==> run_1/met1.png <==
(6 px per um) Supply wires on this layer in grey.
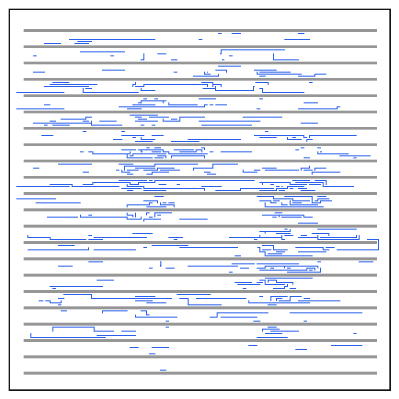
==> run_1/met3.png <==
(6 px per um)
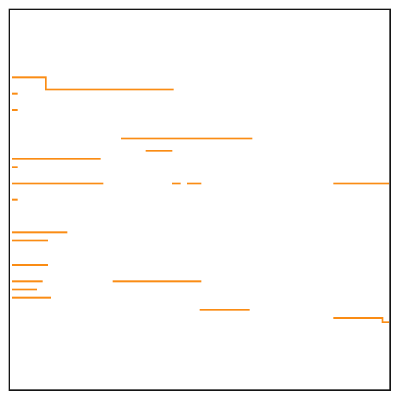
==> run_1/final_placement.png <==
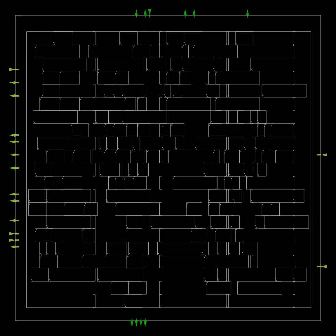
<file path="config.mk">
export PLATFORM = sky130hd
export DESIGN_NAME = and_event_monitor_flat
export DESIGN_NICKNAME = d
export VERILOG_FILES = /design/src/rtl/and_event_monitor_pkg.sv /design/src/rtl/and_event_monitor_if.sv /design/src/rtl/and_event_monitor_high_run_qualifier.sv /design/src/rtl/and_event_monitor.sv /design/src/flat_wrapper.sv
export SDC_FILE = /design/constraint.sdc
export NUM_CORES = 1
export LEC_CHECK = 0
export CORE_MARGIN = 2
export CORE_UTILIZATION = 40
export CTS_BUF_LIST = sky130_fd_sc_hd__clkbuf_2 sky130_fd_sc_hd__clkbuf_4 sky130_fd_sc_hd__clkbuf_8
export DETAILED_ROUTE_END_ITERATION = 10
export GPL_ROUTABILITY_DRIVEN = 0
export PLACE_DENSITY = 0.64
export SYNTH_ARGS = -nofsm -noshare
export SYNTH_HDL_FRONTEND = slang
export SYNTH_SLANG_ARGS = --single-unit
</file>
<file path="constraint.sdc">
create_clock -name clk -period 3.31 [get_ports clk]
set_input_delay 0.993 -clock clk [delete_from_list [all_inputs] [get_ports clk]]
set_output_delay 0.993 -clock clk [all_outputs]
set_load 0.01 [all_outputs]
</file>
<file path="src/rtl/and_event_monitor_pkg.sv">
// Shared types and defaults for the AND-output event monitor.
// No logic here; latency and backpressure do not apply.
package and_event_monitor_pkg;

  typedef enum logic [1:0] {
    S_IDLE = 2'd0,
    S_ARM  = 2'd1,
    S_HELD = 2'd2
  } run_state_t;

  localparam int DEF_CNT_W    = 8;
  localparam int DEF_MIN_HIGH = 3;
  localparam int RUN_W        = 8;

endpackage

</file>
<file path="src/rtl/and_event_monitor_if.sv">
// Monitor-side signal bundle: qualified input, clear, snapshot handshake, and results.
// Latency: none. Backpressure: snap_valid is held until snap_ack is seen.
interface and_event_monitor_if #(
  parameter int CNT_W = 8
);

  logic             din;
  logic             clr;
  logic             snap_req;
  logic             snap_ack;
  logic             event_pulse;
  logic [CNT_W-1:0] count;
  logic             ovf;
  logic [CNT_W-1:0] snap_count;
  logic             snap_valid;

  modport master (
    output din, clr, snap_req, snap_ack,
    input  event_pulse, count, ovf, snap_count, snap_valid
  );

  modport slave (
    input  din, clr, snap_req, snap_ack,
    output event_pulse, count, ovf, snap_count, snap_valid
  );

endinterface

</file>
<file path="src/rtl/and_event_monitor_high_run_qualifier.sv">
// Flags the edge that takes the MIN_HIGH-th consecutive high sample of din.
// Latency: qualify is combinational on that edge. Backpressure: none.
module high_run_qualifier
  import and_event_monitor_pkg::*;
#(
  parameter int MIN_HIGH = DEF_MIN_HIGH
) (
  input  logic clk,
  input  logic rst_n,
  input  logic din,
  output logic qualify
);

  localparam logic [RUN_W-1:0] RUN_LAST = RUN_W'(MIN_HIGH - 1);

  run_state_t       state_q, state_d;
  logic [RUN_W-1:0] run_q, run_d;
  logic             qual_now;

  always_ff @(posedge clk or negedge rst_n) begin
    if (!rst_n) begin
      state_q <= S_IDLE;
      run_q   <= '0;
    end else begin
      state_q <= state_d;
      run_q   <= run_d;
    end
  end

  // A single-sample threshold qualifies straight out of IDLE.
  assign qual_now = din && (((state_q == S_IDLE) && (MIN_HIGH == 1)) ||
                            ((state_q == S_ARM) && (run_q == RUN_LAST)));

  always_comb begin
    state_d = state_q;
    run_d   = run_q;
    case (state_q)
      S_IDLE: begin
        if (din) begin
          if (qual_now) begin
            state_d = S_HELD;
            run_d   = '0;
          end else begin
            state_d = S_ARM;
            run_d   = RUN_W'(1);
          end
        end
      end
      S_ARM: begin
        if (!din) begin
          state_d = S_IDLE;
          run_d   = '0;
        end else if (qual_now) begin
          state_d = S_HELD;
          run_d   = '0;
        end else begin
          run_d = run_q + RUN_W'(1);
        end
      end
      S_HELD: begin
        if (!din) state_d = S_IDLE;
      end
      default: begin
        state_d = S_IDLE;
        run_d   = '0;
      end
    endcase
  end

  always_comb begin
    qualify = qual_now;
  end

endmodule

</file>
<file path="src/rtl/and_event_monitor.sv">
// Counts qualified high runs of din with a saturating counter, sticky ovf and snapshot port.
// Latency: event_pulse and count update one cycle after qualify. Backpressure: snapshot held until acked.
module and_event_monitor
  import and_event_monitor_pkg::*;
#(
  parameter int CNT_W    = DEF_CNT_W,
  parameter int MIN_HIGH = DEF_MIN_HIGH
) (
  input  logic                 clk,
  input  logic                 rst_n,
  and_event_monitor_if.slave   mon
);

  localparam logic [CNT_W-1:0] CNT_MAX = '1;

  logic             qual;
  logic             pulse_q;
  logic [CNT_W-1:0] count_q;
  logic             ovf_q;
  logic [CNT_W-1:0] snap_q;
  logic             snap_vld_q;

  high_run_qualifier #(
    .MIN_HIGH (MIN_HIGH)
  ) u_qual (
    .clk     (clk),
    .rst_n   (rst_n),
    .din     (mon.din),
    .qualify (qual)
  );

  always_ff @(posedge clk or negedge rst_n) begin
    if (!rst_n) begin
      pulse_q <= 1'b0;
      count_q <= '0;
      ovf_q   <= 1'b0;
    end else begin
      pulse_q <= qual;
      // Clear takes priority over a coincident qualify; the pulse still fires.
      if (mon.clr) begin
        count_q <= '0;
        ovf_q   <= 1'b0;
      end else if (qual) begin
        if (count_q == CNT_MAX) ovf_q <= 1'b1;
        else                    count_q <= count_q + CNT_W'(1);
      end
    end
  end

  // Snapshot captures the pre-edge count, so clr or an increment on the same edge is not seen.
  always_ff @(posedge clk or negedge rst_n) begin
    if (!rst_n) begin
      snap_q     <= '0;
      snap_vld_q <= 1'b0;
    end else if (snap_vld_q) begin
      if (mon.snap_ack) snap_vld_q <= 1'b0;
    end else if (mon.snap_req) begin
      snap_q     <= count_q;
      snap_vld_q <= 1'b1;
    end
  end

  assign mon.event_pulse = pulse_q;
  assign mon.count       = count_q;
  assign mon.ovf         = ovf_q;
  assign mon.snap_count  = snap_q;
  assign mon.snap_valid  = snap_vld_q;

endmodule

</file>
<file path="src/flat_wrapper.sv">
// flat-port wrapper written by rule: the top's interface ports become plain ports
module and_event_monitor_flat import and_event_monitor_pkg::*;
#(
  parameter int CNT_W    = DEF_CNT_W,
  parameter int MIN_HIGH = DEF_MIN_HIGH
)
  (clk, rst_n, mon_din, mon_clr, mon_snap_req, mon_snap_ack, mon_event_pulse, mon_count, mon_ovf, mon_snap_count, mon_snap_valid);
  and_event_monitor_if #(.CNT_W(CNT_W)) mon_i ();
  input  logic clk;
  input  logic rst_n;
  input wire logic [$bits(mon_i.din)-1:0] mon_din;
  input wire logic [$bits(mon_i.clr)-1:0] mon_clr;
  input wire logic [$bits(mon_i.snap_req)-1:0] mon_snap_req;
  input wire logic [$bits(mon_i.snap_ack)-1:0] mon_snap_ack;
  output wire logic [$bits(mon_i.event_pulse)-1:0] mon_event_pulse;
  output wire logic [$bits(mon_i.count)-1:0] mon_count;
  output wire logic [$bits(mon_i.ovf)-1:0] mon_ovf;
  output wire logic [$bits(mon_i.snap_count)-1:0] mon_snap_count;
  output wire logic [$bits(mon_i.snap_valid)-1:0] mon_snap_valid;
  assign mon_i.din = mon_din;
  assign mon_i.clr = mon_clr;
  assign mon_i.snap_req = mon_snap_req;
  assign mon_i.snap_ack = mon_snap_ack;
  assign mon_event_pulse = mon_i.event_pulse;
  assign mon_count = mon_i.count;
  assign mon_ovf = mon_i.ovf;
  assign mon_snap_count = mon_i.snap_count;
  assign mon_snap_valid = mon_i.snap_valid;
  and_event_monitor #(.CNT_W(CNT_W), .MIN_HIGH(MIN_HIGH)) u_core (.clk(clk), .rst_n(rst_n), .mon(mon_i));
endmodule
</file>
==> changes_impl.md, run 1 <==
## Implementation

- Register-to-Register Path Depth: 6
- Final Non-Filler Cells: about 200
- Final ANT Viol Nets: 0
- Worst reg2reg startpoint: u_core.u_qual.run_q[0]$_DFFE_PN0P_
- 1st-pass router iterations: 4
- Place WS: between 0.4 and 0.5 ns
- Hold_buf cts: 0
- Worst path cell trace: clkdlybuf4s50_1 -> and3b_1 -> nand3_4 -> nor4_1 -> mux2_1
- Final non-filler cell area: 1750 um2
- Crit path kind: primary input to flip-flop
- CP peak stage delay: 0.51 ns
- Layout cells sized above 1: ~12%
- Critical Path Start Type: primary input
- Chip area: about 4000 um2
- CP Launch Point: mon_din
- WL/cell: around 14 um
- Top-area cell share: 51.7%
- Reg-to-Reg End: u_core.mon.count[5]$_DFFE_PN0P_
- Core Area: 3360 um2
- CTS Sinks: 29
- Hold Crit Class: flip-flop to flip-flop
- # nets final: between 150 and 200
- Slowest cell on crit path: clkdlybuf4s50_1
- Busiest layer in global routing: met2
- Layout area overhead: 24.3%
- DRC violations left: 0
- Yosys simple share: between 10% and 20%
- Worst-path fanout max: 19
- Max-cap check violation count: 0
- RSZ-0062 raised after global routing: no
- Crit end category: flip-flop
- PortBufs: 24
- Slew HR: approximately 68%
- Antenna cells: 0
- Max H-tree Level: 2
- Net count after synthesis: ~140
- DP HPWL: 2040 um
- Largest net degree at the start of global routing: 30
- Insertion Delay late pin: 0.32 ns
- Main logic family: simple AND/OR/NAND/NOR gates
- Final hold violation count: 0
- Cell variety after synth: 39
- First-pass GRT wire length: approximately 5100 um
- Worst setup path endpoint: u_core.mon.count[5]$_DFFE_PN0P_
- Post-synth regs: 29
- Critical path data required time: between 3 and 4 ns
- R2r setup slk: roughly 1.2 ns
- Clock buffer depth: 2
- DIE HEIGHT: 63.2 um
- Fp_density: 41.7%
- Worst Hold Depth: 1
- I/O pins: 25
- Log Warnings: 27
- Area leader, netlist: dfrtp_1
- Clock Skew: slightly below 0.006 ns
- Synth warn: 0
- Placed inst area: 1690 um2
- Initial DRC Count: between 60 and 70
- Peak Freq: 0.403 GHz
- Routing usage on met2: a little over a quarter
- Top FF cell, synth: dfrtp_1
- Final total power: between 0.7 and 0.8 mW
- CTS Root Cell: clkbuf_4
- Initial antenna violation count: 0
- PnR worst setup slack: 0.829 ns
- Pins Over Slew Limit: 0
- Commonest Layout Cell: dfrtp_1
- Slew @ Worst Pin: 0.477 ns
- Hold endpoint: u_core.mon.snap_count[6]$_DFFE_PN0P_
- Average instance area after synthesis: 11.0 um2
- Number of gates resized after CTS: 0
- Seq share, synth: between 50% and 60%
- Fillers: 336
- Pleak: 0.742 nW
- Total Routing Usage GR: 16.3%
- Synth Area in XOR/XNOR: between 1.5 and 2%
- Fa+ha+maj area frac: 2.67%
- Final Setup Violations: 0
- Asr flop ratio synth: 100%
- CTS tree: done
- Post-layout minimum cycle time: around 2.5 ns
- MUX area fraction: approximately 7.2%
- Pwr/cell area: ~400 nW/um2
- Hold_sp: u_core.mon.snap_count[6]$_DFFE_PN0P_
- Status: complete, no violations
About met1.png:
140 nets have wire on it. The wires run mostly horizontal. The layer holds 43% of the routed length.
M1 GR Usage: 18.7%
DR vias: 1096
WL final: 2850 um

About met3.png:
The longest straight run is 21.6 um. The layer carries 167 um of wire. The layer holds 5.9% of the routed length. 17 nets have wire on it.
met3 usage: 6.61%

About final_placement.png:
final core occ: 51.9%
FP Rows: 21
Seq Cell Count: 29
tapcell count: 46
sequential share of cell area: 41.6%

-- run 1: layer usage --
| metal | part of all wire [%] | wire length (um) |
|---|---|---|
| met1 | 43 | 1220 |
| met2 | 50 | 1410 |
| met3 | 5.8 | 166 |
| met4 | 1.5 | 44 |
| met5 | 0 | 0 |
-- run 1: Yosys cell counts, types with 2 or more instances --
cell	instances
inv_1	6
nor2b_1	2
mux2_2	8
and4_1	2
o2111ai_1	2
dfrtp_1	29
xor2_1	3
or4_1	3
o31ai_1	4
buf_2	3
ha_1	3
or3_1	5
nand2_1	6
o41ai_1	2
nor2_1	6
a21oi_1	11
o21ai_0	7
nand3_1	5
-- run 1: worst max-delay path, delay by kind of cell --
kind                   cells  cell delay, ns
buffers and inverters      1            0.51
and+or+nand+nor            3            0.82
muxes                      1            0.36
-- run 1: area by class of cell --
cell class	instances	area [um2]	share of cell area [%]
Multi-Input combinational cell	88	633	36.3
Timing Repair Buffer	25	248	14.2
Inverter	6	22.5	1.29
Sequential cell	29	726	41.6
Tap cell	46	57.6	3.30
Clock buffer	7	58.8	3.37
-- run 1: power breakdown --
group          total (mW)  leakage (nW)  internal (mW)  switching (mW)
combinational      0.0879         0.309         0.0390          0.0488
sequential          0.393         0.397          0.369          0.0249
clock               0.220        0.0348          0.108           0.112
total               0.701         0.742          0.516           0.185
-- run 1: sequential cells by signal, summed over array words and instances (netlist names) --
name                    cells
u_core.mon.snap_valid       1
u_core.mon.event_pulse      1
u_core.u_qual.run_q         8
u_core.mon.snap_count       8
u_core.mon.ovf              1
u_core.mon.count            8
u_core.u_qual.state_q       2
==> run_1/pins.png <==
(6 px per um) Pins as bars across the die edge, other pins in grey.
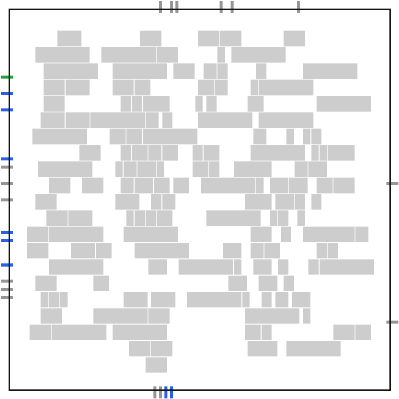

--- run 2 (diff from run 1) ---
==> constraint.sdc (replaced) <==
create_clock -name clk -period 2.5 [get_ports clk]
set_input_delay 0.75 -clock clk [delete_from_list [all_inputs] [get_ports clk]]
set_output_delay 0.75 -clock clk [all_outputs]
set_load 0.01 [all_outputs]
==> run_2/pins.png <==
(6 px per um) Pins as bars across the die edge, other pins in grey.
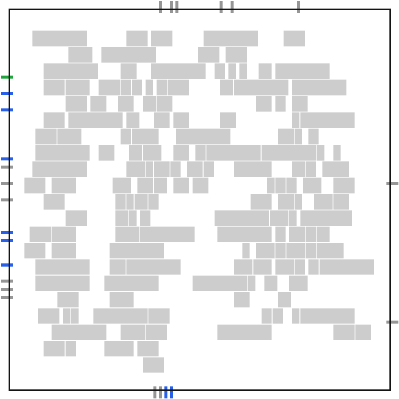
clk: drawn in green, pins 1, direction input, edge west. mon_snap_count: drawn in blue, pins 8, direction output, edge 6 west, 2 south.
Die W: 63.2 um
PortBufs: 24
DIE HEIGHT: 63.2 um

==> run_2/met2.png <==
(4 px per um) Cells faint in the background.
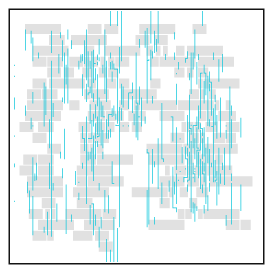
The wires run mostly vertical. 151 nets have wire on it.
routing usage on met2: 26.3%
WL final: 2820 um

==> changes_impl.md, run 2 <==
## Implementation

- Sw power: 0.245 mW (+32%)
- DRC violations left: 0 (unchanged)
- Worst Hold Depth: 1 (unchanged)
- I/O pins: 25 (unchanged)
- Internal: 0.688 mW (+33%)
- Average instance area after synthesis: 11.0 um2 (unchanged)
- Cell variety after synth: 39 (unchanged)
- Peak Freq: approximately 0.47 GHz
- M1 GR Usage: 19.5% (+0.81 points)
- Initial antenna violation count: 0 (unchanged)
- Pleak: 0.764 nW (+3.1%)
- Antenna cells: 0 (unchanged)
- RSZ-0062 raised after global routing: no
- Status: complete, no violations
- Post-layout minimum cycle time: 2.15 ns
- 1st-pass router iterations: 4 (unchanged)
- FP Rows: 21 (unchanged)
- Layout cells sized above 1: 15.0% (+2.7 points)
- Net Sw Frac: 26.2% (-0.19 points)
- Asr flop ratio synth: 100% (unchanged)
- Reg power frac: 55.5% (-0.6 points)
- Top cells excl fill/tap: dfrtp_1, clkdlybuf4s50_1, a21oi_1
- Worst-path fanout max: 8 (-11)
- Total Routing Usage GR: 16.4% (+0.076 points)
- Insertion Delay late pin: 0.33 ns (about the same)
- Final hold violation count: 0 (unchanged)
- Crit end category: primary output
- Log Warnings: 27 (unchanged)
- Worst path cell trace: clkdlybuf4s50_1
- Register-to-Register Path Depth: 6 (unchanged)
- Met3 usage: 6.61% (unchanged)
- Critical Path Start Type: flip-flop
- Top FF cell, synth: dfrtp_1
- Area leader, netlist: dfrtp_1
- Hold_buf cts: 0 (unchanged)
- Pins Over Slew Limit: 0 (unchanged)
- Layout area overhead: 27.0%
- Biggest consumer: registers
- Clock buffer depth: 2 (unchanged)
- Crit path kind: flip-flop to primary output
- CTS tree: done
- Top-area cell share: 51.7% (unchanged)
- Initial DRC Count: 57 (-8.1%)
- Combinational power: 0.122 mW (+39%)
- Slowest cell on crit path: clkdlybuf4s50_1
- CP peak stage delay: 0.59 ns (+0.08 ns)
- Sequential Power: 0.518 mW (+32%)
- CP top delay family: buffers and inverters
- Largest net degree at the start of global routing: 30 (unchanged)
- Synth warn: 0 (unchanged)
- CTS Root Cell: clkbuf_4
- Synth top cell by count: dfrtp_1
- R2r setup slk: 0.55 ns (-0.69 ns)
- Max-cap check violation count: 0 (unchanged)
- Chip area: 4000 um2 (unchanged)
- WL/cell: 13.7 um (-3.4%)
- Critical path data required time: 1.75 ns (-1.76 ns)
- Final ANT Viol Nets: 0 (unchanged)
- Core Area: 3360 um2 (unchanged)
- First-pass GRT wire length: 5110 um (+0.41%)
- # nets final: 169 (+3.0%)
- Clk network pwr share: 31.4% (about the same)
- DP HPWL: 2030 um (-0.27%)
- Final Setup Violations: 0 (unchanged)
- Hold Crit Class: flip-flop to flip-flop
- Fp_density: 41.7% (unchanged)
- Number of gates resized after CTS: 0 (unchanged)
- Slew @ Worst Pin: 0.421 ns (-0.0558 ns)
- Net count after synthesis: 137 (unchanged)
- Pwr/cell area: 523 nW/um2 (+30%)
- Commonest cells in the netlist: dfrtp_1, a21oi_1, mux2_2, o21ai_0
- CTS Sinks: 29 (unchanged)
-- run 2: final cells by class --
type | instances | area [um2]
multi-input cells | 88 | 633
inverters | 6 | 22.5
fillers | 334 | 1580
flip-flops and latches | 29 | 726
repair buffers | 30 | 285
clock buffers | 7 | 58.8
well taps | 46 | 57.6
-- run 2: logic make-up after synthesis --
kind of cell    after synthesis  share of synthesized area [%]
xor+xnor                      3                           1.87
compound gates               32                           14.4
mux                           9                           7.22
simple gates                 41                           18.9
flops                        29                           51.7
fa+ha+maj                     3                           2.67
buf+inv                      11                           3.21
-- run 2: path summary, 6_finish.rpt --
path	endpoint	from
hold / removal	u_core.mon.snap_count[7]$_DFFE_PN0P_	u_core.mon.snap_count[7]$_DFFE_PN0P_
setup reg to reg	u_core.mon.count[5]$_DFFE_PN0P_	u_core.u_qual.run_q[0]$_DFFE_PN0P_
setup / recovery	mon_count[3]	u_core.mon.count[3]$_DFFE_PN0P_
min in group asynchronous	u_core.u_qual.run_q[2]$_DFFE_PN0P_	rst_n
max in group asynchronous	u_core.mon.count[1]$_DFFE_PN0P_	rst_n
hold reg to reg	u_core.mon.snap_count[7]$_DFFE_PN0P_	u_core.mon.snap_count[7]$_DFFE_PN0P_
-- run 2: stage by stage --
step	utilization, %	instances	area [um2]	setup slack (ns)	total power [mW]
after floorplan	-	128	1400	0.658	0.595
after global placement	51.3	199	1720	0.0866	0.648
after detailed placement	51.3	199	1720	0.0512	0.651
after CTS	53.0	206	1780	0.325	0.950
after global routing	53.0	206	1780	0.256	0.995
final	53.0	206	1780	0.350	0.933
-- run 2: metal layers --
metal,vias up,part of all wire (%)
met5,-,0
met4,0,2.0
met3,8,6.4
met2,39,47
met1,540,45
li1,534,-
--- run 3 (diff from run 2) ---
--- a/config.mk
+++ b/config.mk
@@ -9,7 +9,6 @@
 export CORE_UTILIZATION = 40
 export CTS_BUF_LIST = sky130_fd_sc_hd__clkbuf_2 sky130_fd_sc_hd__clkbuf_4 sky130_fd_sc_hd__clkbuf_8
 export DETAILED_ROUTE_END_ITERATION = 10
-export GPL_ROUTABILITY_DRIVEN = 0
 export PLACE_DENSITY = 0.64
 export SYNTH_ARGS = -nofsm -noshare
 export SYNTH_HDL_FRONTEND = slang
==> run_3/met3.png <==
(6 px per um)
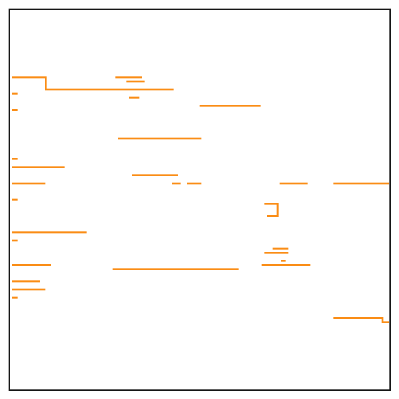
The layer carries 180 um of wire. The longest straight run is 21.2 um. The layer holds 6.4% of the routed length. The wires run mostly horizontal. 25 nets have wire on it.
DR vias: 1121

==> run_3/pins.png <==
(6 px per um) Pins as bars across the die edge, other pins in grey.
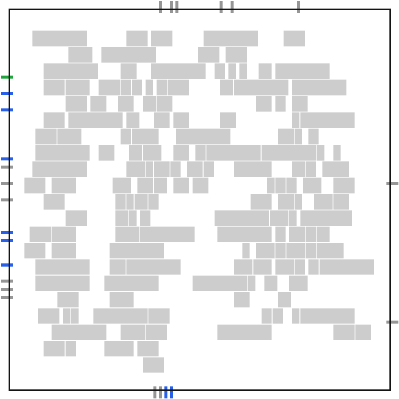
mon_snap_count: drawn in blue, pins 8, direction output, edge 6 west, 2 south. clk: drawn in green, pins 1, direction input, edge west.
All pins by edge: 13 west, 6 north, 4 south, 2 east.

==> changes_impl.md, run 3 <==
## Implementation

- Status: complete, no violations
- Worst Hold Depth: 1 (unchanged)
- Fp_density: 41.7% (unchanged)
- Net Sw Frac: 26.2% (unchanged)
- CP top delay family: buffers and inverters
- Worst path cell trace: clkdlybuf4s50_1
- RSZ-0062 raised after global routing: no
- Hold endpoint: u_core.mon.snap_count[7]$_DFFE_PN0P_
- Asr flop ratio synth: 100% (unchanged)
- Synth top cell by count: dfrtp_1
- Hold_buf cts: 0 (unchanged)
- Initial antenna violation count: 0 (unchanged)
- R2r setup slk: 0.55 ns (about the same)
- WL final: 2820 um (unchanged)
- Final hold violation count: 0 (unchanged)
- Hold Crit Class: flip-flop to flip-flop
- Routing usage on met2: 26.3% (unchanged)
- Total Routing Usage GR: 16.4% (unchanged)
- Commonest cells in the netlist: dfrtp_1, a21oi_1, mux2_2, o21ai_0
- Net count after synthesis: 137 (unchanged)
- Reg power frac: 55.5% (about the same)
- Crit path kind: flip-flop to primary output
- Clk network pwr share: 31.4% (about the same)
- I/O pins: 25 (unchanged)
- Area leader, netlist: dfrtp_1
- 1st-pass router iterations: 4 (unchanged)
- Post-layout minimum cycle time: 2.15 ns (unchanged)
- Critical Path Start Type: flip-flop
- CP peak stage delay: 0.59 ns (about the same)
- Layout cells sized above 1: 15.0% (unchanged)
- Worst setup path endpoint: mon_count[3]
- Pwr/cell area: 523 nW/um2 (unchanged)
- M1 GR Usage: 19.5% (unchanged)
- Max-cap check violation count: 0 (unchanged)
- Fa+ha+maj area frac: 2.67% (unchanged)
- Largest net degree at the start of global routing: 30 (unchanged)
- # nets final: 169 (unchanged)
- DP HPWL: 2030 um (unchanged)
- Synth warn: 0 (unchanged)
- Antenna cells: 0 (unchanged)
- WL/cell: 13.7 um (unchanged)
- Layout area overhead: 27.0% (unchanged)
- MUX area fraction: 7.22% (unchanged)
- First-pass GRT wire length: 5110 um (unchanged)
- CP Launch Point: u_core.mon.count[3]$_DFFE_PN0P_
- Yosys simple share: 18.9% (unchanged)
- Met3 usage: 6.61% (unchanged)
- Ao+oa area frac: 14.4% (unchanged)
- Pleak: 0.764 nW (unchanged)
- Final ANT Viol Nets: 0 (unchanged)
- CTS Sinks: 29 (unchanged)
- Hold_sp: u_core.mon.snap_count[7]$_DFFE_PN0P_
- Critical path data required time: 1.75 ns (about the same)
- Fillers: 334 (unchanged)
- Sw power: 0.245 mW (unchanged)
- Synth Area in XOR/XNOR: 1.87% (unchanged)
- Place WS: 0.0512 ns (unchanged)
- Average instance area after synthesis: 11.0 um2 (unchanged)
- Worst-path fanout max: 8 (unchanged)
- Insertion Delay late pin: 0.33 ns (about the same)
- FP Rows: 21 (unchanged)
- Slowest cell on crit path: clkdlybuf4s50_1
- Internal: 0.688 mW (unchanged)
==> run 3: cell counts after synthesis <==
No cell type changed its count.
==> run 3: area by class of cell <==
class	count	area [um2]	area share, %
well taps	46	57.6	3.23
repair buffers	30	285	16.0
multi-input cells	88	633	35.5
clock buffers	7	58.8	3.30
flip-flops and latches	29	726	40.7
inverters	6	22.5	1.26
==> run 3: power groups by stage <==
stage	Clock, mW	Sequential (mW)	Combinational [mW]
detailed placement	0	0.528	0.123
CTS	0.308	0.518	0.124
finish	0.293	0.518	0.122
global route	0.333	0.522	0.140
floorplan	0	0.519	0.0760
global placement	0	0.527	0.121
==> run 3: cell families after synthesis <==
kind of cell / after synthesis
AND-OR/OR-AND: 32
AND/OR/NAND/NOR: 41
multiplexers: 9
flip-flops: 29
adder cells (fa/ha/maj): 3
XOR/XNOR: 3
buffers and inverters: 11
==> run 3: layer usage <==
layer	part of all wire [%]	up-vias
met5	0	-
met4	2.0	0
met3	6.4	8
met2	47	39
met1	45	540
li1	-	534
==> run 3: per-stage QoR <==
| stage | util [%] | total power, mW | std cells | cell area, um2 | hold slack [ns] |
|---|---|---|---|---|---|
| 3_5_place_dp | 51.3 | 0.651 | 199 | 1720 | 0.493 |
| 4_1_cts | 53.0 | 0.950 | 206 | 1780 | 0.512 |
| 3_3_place_gp | 51.3 | 0.648 | 199 | 1720 | 0.491 |
| 6_report | 53.0 | 0.933 | 206 | 1780 | 0.508 |
| 2_1_floorplan | - | 0.595 | 128 | 1400 | 0.454 |
| 5_1_grt | 53.0 | 0.995 | 206 | 1780 | 0.522 |
Power figures rest on the tool's default switching activity, not on a simulated workload.
